### Zoomed window

Window x 36 to 61, y 17 to 42 um. Cells in grey, sequential cells in the stronger grey; small squares are vias.
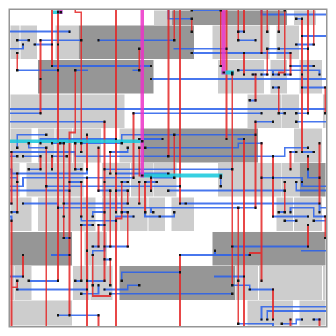
### Gate-type map

Scale: 3 px per um.
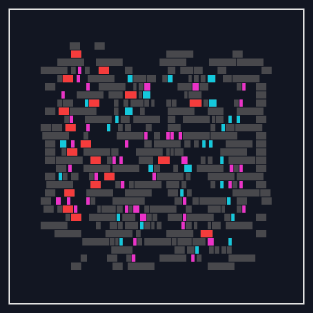
===== config.mk =====
export PLATFORM = sky130hd
export DESIGN_NAME = bin_to_bcd_seq
export DESIGN_NICKNAME = d
export VERILOG_FILES = /design/src/rtl/bcd_pkg.sv /design/src/rtl/bcd_digit_adj.sv /design/src/rtl/bin_to_bcd_seq.sv
export SDC_FILE = /design/constraint.sdc
export NUM_CORES = 1
export LEC_CHECK = 0
export CAP_MARGIN = 0
export CORE_MARGIN = 10
export CORE_UTILIZATION = 43
export CTS_CLUSTER_DIAMETER = 120
export DETAILED_ROUTE_END_ITERATION = 10
export GPL_TIMING_DRIVEN = 0
export PLACE_DENSITY_LB_ADDON = 0.15
export SLEW_MARGIN = 40
export SYNTH_ARGS = -nofsm -noshare
export SYNTH_HDL_FRONTEND = slang
export SYNTH_SLANG_ARGS = --single-unit

===== constraint.sdc =====
create_clock -name clk -period 4.32 [get_ports clk]
set_clock_uncertainty 0.15 [all_clocks]
set_input_delay 0.864 -clock clk [delete_from_list [all_inputs] [get_ports clk]]
set_output_delay 0.864 -clock clk [all_outputs]
set_load 0.05 [all_outputs]

===== src/rtl/bcd_pkg.sv =====
// Shared types and constants for the sequential binary-to-BCD converter.
package bcd_pkg;

  typedef enum logic {
    IDLE  = 1'b0,
    SHIFT = 1'b1
  } bcd_state_t;

  localparam int          N_DIGITS = 4;
  localparam int          BCD_MAX  = 9999;
  localparam logic [15:0] ERR_WORD = 16'hEEEE;
  localparam logic [15:0] SAT_WORD = 16'h9999;

endpackage


===== src/rtl/bcd_digit_adj.sv =====
// Double-dabble nibble correction: adds 3 to a BCD digit that is 5 or more.
module bcd_digit_adj (
  input  logic [3:0] din,
  output logic [3:0] dout
);

  assign dout = (din >= 4'd5) ? din + 4'd3 : din;

endmodule


===== src/rtl/bin_to_bcd_seq.sv =====
// Iterative binary-to-BCD converter (shift-and-add-3, one bit per clock).
// Define BCD_SATURATE_EN to show 9999 on overflow instead of the EEEE error word.
module bin_to_bcd_seq
  import bcd_pkg::*;
#(
  parameter int BIN_W = 14
) (
  input  logic             clk,
  input  logic             rst,
  input  logic             start,
  input  logic [BIN_W-1:0] bin,
  output logic             busy,
  output logic             done,
  output logic [15:0]      bcd,
  output logic             overflow
);

  localparam int SR_W  = 16 + BIN_W;
  localparam int CNT_W = $clog2(BIN_W);

`ifdef BCD_SATURATE_EN
  localparam logic [15:0] OVF_WORD = SAT_WORD;
`else
  localparam logic [15:0] OVF_WORD = ERR_WORD;
`endif

  bcd_state_t       state;
  logic [SR_W-1:0]  sr;
  logic [CNT_W-1:0] cnt;
  logic             ovf_pend;
  logic [15:0]      adj;
  logic [SR_W-1:0]  sr_next;

  // Correct every digit first, then shift the whole register one place left.
  for (genvar d = 0; d < N_DIGITS; d++) begin : g_adj
    bcd_digit_adj u_adj (
      .din  (sr[BIN_W + 4*d +: 4]),
      .dout (adj[4*d +: 4])
    );
  end

  assign sr_next = {adj[14:0], sr[BIN_W-1:0], 1'b0};

  always_ff @(posedge clk or posedge rst) begin
    if (rst) begin
      state    <= IDLE;
      sr       <= '0;
      cnt      <= '0;
      ovf_pend <= 1'b0;
      busy     <= 1'b0;
      done     <= 1'b0;
      bcd      <= 16'h0000;
      overflow <= 1'b0;
    end else begin
      done <= 1'b0;
      case (state)
        IDLE: begin
          if (start) begin
            sr       <= {16'h0000, bin};
            cnt      <= '0;
            ovf_pend <= (32'(bin) > BCD_MAX);
            busy     <= 1'b1;
            state    <= SHIFT;
          end
        end
        SHIFT: begin
          sr  <= sr_next;
          cnt <= cnt + CNT_W'(1);
          // The output word is only touched here, so the display never sees partial digits.
          if (cnt == CNT_W'(BIN_W - 1)) begin
            bcd      <= ovf_pend ? OVF_WORD : sr_next[SR_W-1 -: 16];
            overflow <= ovf_pend;
            done     <= 1'b1;
            busy     <= 1'b0;
            state    <= IDLE;
          end
        end
        default: state <= IDLE;
      endcase
    end
  end

endmodule

==> impl_metrics.ini <==
; synthesis and place-and-route metrics
[cts]
h-tree-depth = 2
cts_buffer_depth = 2
cts_tree = built
cts.sinks = 55
cts_hold_buffers = 0
cts_buffers = 5
clk_pin_slew_ns = 0.10
clock.latency.late_pin_ns = 0.31
cts_resized = 0

[floorplan]
die_w_um = 97.7
fp-utilization_pct = 44.1
io_pins = 36
row_count = 28
die_area_um2 = 9540
fp.dieH_um = 97.7
core_um2 = 5890
nWellTaps = 75

[finish]
clk_share_pct = 3.70
drive_above_1_share_pct = 8.58
clock_buffers = 6
dominant_cells = flip-flops and latches
antenna_cells = 0
area_delta_synth_final_pct = 22.5
comb_cells = 177
final_nets = 329
nonClockBufferCount = 48
comb_share_pct = 34.4
lay_top_cells = 55 x dfrtp_1, 35 x nand2_1, 35 x clkdlybuf4s50_1
final_util_pct = 54.0
n_fill_cell = 563
nFlopsAndLatches = 55

[setup_path]
crit_cells = 1
r2r-start = sr[23]
crit_family = buffers and inverters
crit_path_top_delay_cell = clkdlybuf4s50_1
reg2regPathDepth = 6
rrSetupSlack_ns = 2.44
cp.required_ns = 3.31
end_kind = primary output
crit_path_cell_trace = clkdlybuf4s50_1
path_class = flop to primary output

[sta]
slew_headroom_pct = 66.1
max_freq_ghz = 0.397
hold_viol = 0
finalSetupViolCount = 0
worst_pin_slew_ns = 0.506
fin_crit_ns = 2.52
period_used_pct = 58.3

[global_route]
grt_max_degree = 40
grt_pass1_vias = 2050
overflow = 0
track_usage_pct = 12.2
grt_pass1_wl_um = 9790
antenna_found_initial = 0

[logic_synthesis]
yosys_warnings = 0
fp_nets = 286
syn_inst = 259
synthAoiAreaFrac_pct = 17.2
muxShareOfSynthArea_pct = 7.14
ys_sh_xor_pct = 1.35
ys_ff = 55
simple_gate_area_share_pct = 11.7
syn_avg_cell_area_um2 = 10.0
syn_area_um2 = 2590

[detailed_routing]
drtIter0Drc = 114
drtAntennaViolNets = 0
firstDrtPassIters = 4
via_count = 1984
via_per_inst = 5.25
wl_um = 5890

[worst_hold_path]
hold_end = bcd[12]
holdPathStages = 2
hold_class = flop to flop

[status]
status = complete, no violations

[placement]
io_buffers = 35
gp_congestion = 0.773
dpl.hpwl_um = 4340

[job]
warnings = 31

[power_and_ir_drop]
power.leakage_nw = 1.41
total_power_mw = 2.52
vdd_ir_drop_max_uv = 356
-- 'Zoomed window' (at the start) --
cyan -> met3
magenta -> met4
red -> met2
blue -> met1
most frequent = nand2_1 (6), dfrtp_1 (6), buf_2 (5)
netlist names of flops here include = `cnt` (3), `sr` (2)
sequential cells in the window = 6
cells with their middle in the window = 46

-- 'Gate-type map' (at the start) --
magenta -> NAND gates  # cells 42
cyan -> NOR gates  # cells 28
red -> multiplexers  # cells 18
most frequent logic cell in the layout: dfrtp_1
final non-filler cell total: 378

where the power goes:
part | total [mW] | internal (mW) | switching, mW
logic | 1.25 | 0.496 | 0.753
registers | 0.913 | 0.738 | 0.176
clock network | 0.358 | 0.188 | 0.170
total | 2.52 | 1.42 | 1.10
routing by layer:
| metal | global-route usage (%) | routed length, um |
|---|---|---|
| met5 | 0 | 0 |
| met1 | 15.4 | 2830 |
| met2 | 18.7 | 2600 |
| met4 | 4.92 | 121 |
| met3 | 4.27 | 334 |
cell usage after synthesis:
library cell  count  area [um^2]
nand3_1           1         5.00
mux2_2            3         33.8
buf_4             3         22.5
nor3_1            3         15.0
inv_1            14         52.6
a31oi_1           3         18.8
a21oi_1          21          105
clkbuf_1          1         3.75
a2111oi_2         1         15.0
o21ai_1           2         10.0
o21ai_0          26          130
nor2_1           19         71.3
dfrtp_1          55         1380
xnor2_1           4         35.0
nor4_1            1         6.26
o22ai_1           8         50.1
buf_2             8         40.0
ha_1             10          125
a21o_1            5         37.5
a2111oi_0         1         8.76
mux2_1            1         11.3
a32o_1            2         20.0
a21oi_2           1         8.76
clkinv_1          1         3.75
nand2_1          35          131
o31ai_1           2         15.0
nor3b_1           5         37.5
nand4_1           2         12.5
nand2b_1          4         25.0
mux2i_1          14          140
o22a_1            3         26.3
through the flow:
step                hold slack (ns)  setup WS [ns]
finish                        0.335           1.80
global route                  0.367           1.76
CTS                           0.344           1.79
detailed placement            0.321           1.93
global placement              0.311          0.868
floorplan                     0.299           1.96
logic make-up after synthesis:
family | count (synthesis)
simple gates | 70
mux | 18
buf+inv | 27
compound gates | 75
fa+ha+maj | 10
flops | 55
xor+xnor | 4
sequential cells by signal (all words and copies together), names as in the netlist:
signal and cells:
sr 30, bcd 16, cnt 4, busy 1, done 1, overflow 1
ovf_pend 1, state 1
Power is estimated from default activity; no workload was simulated.
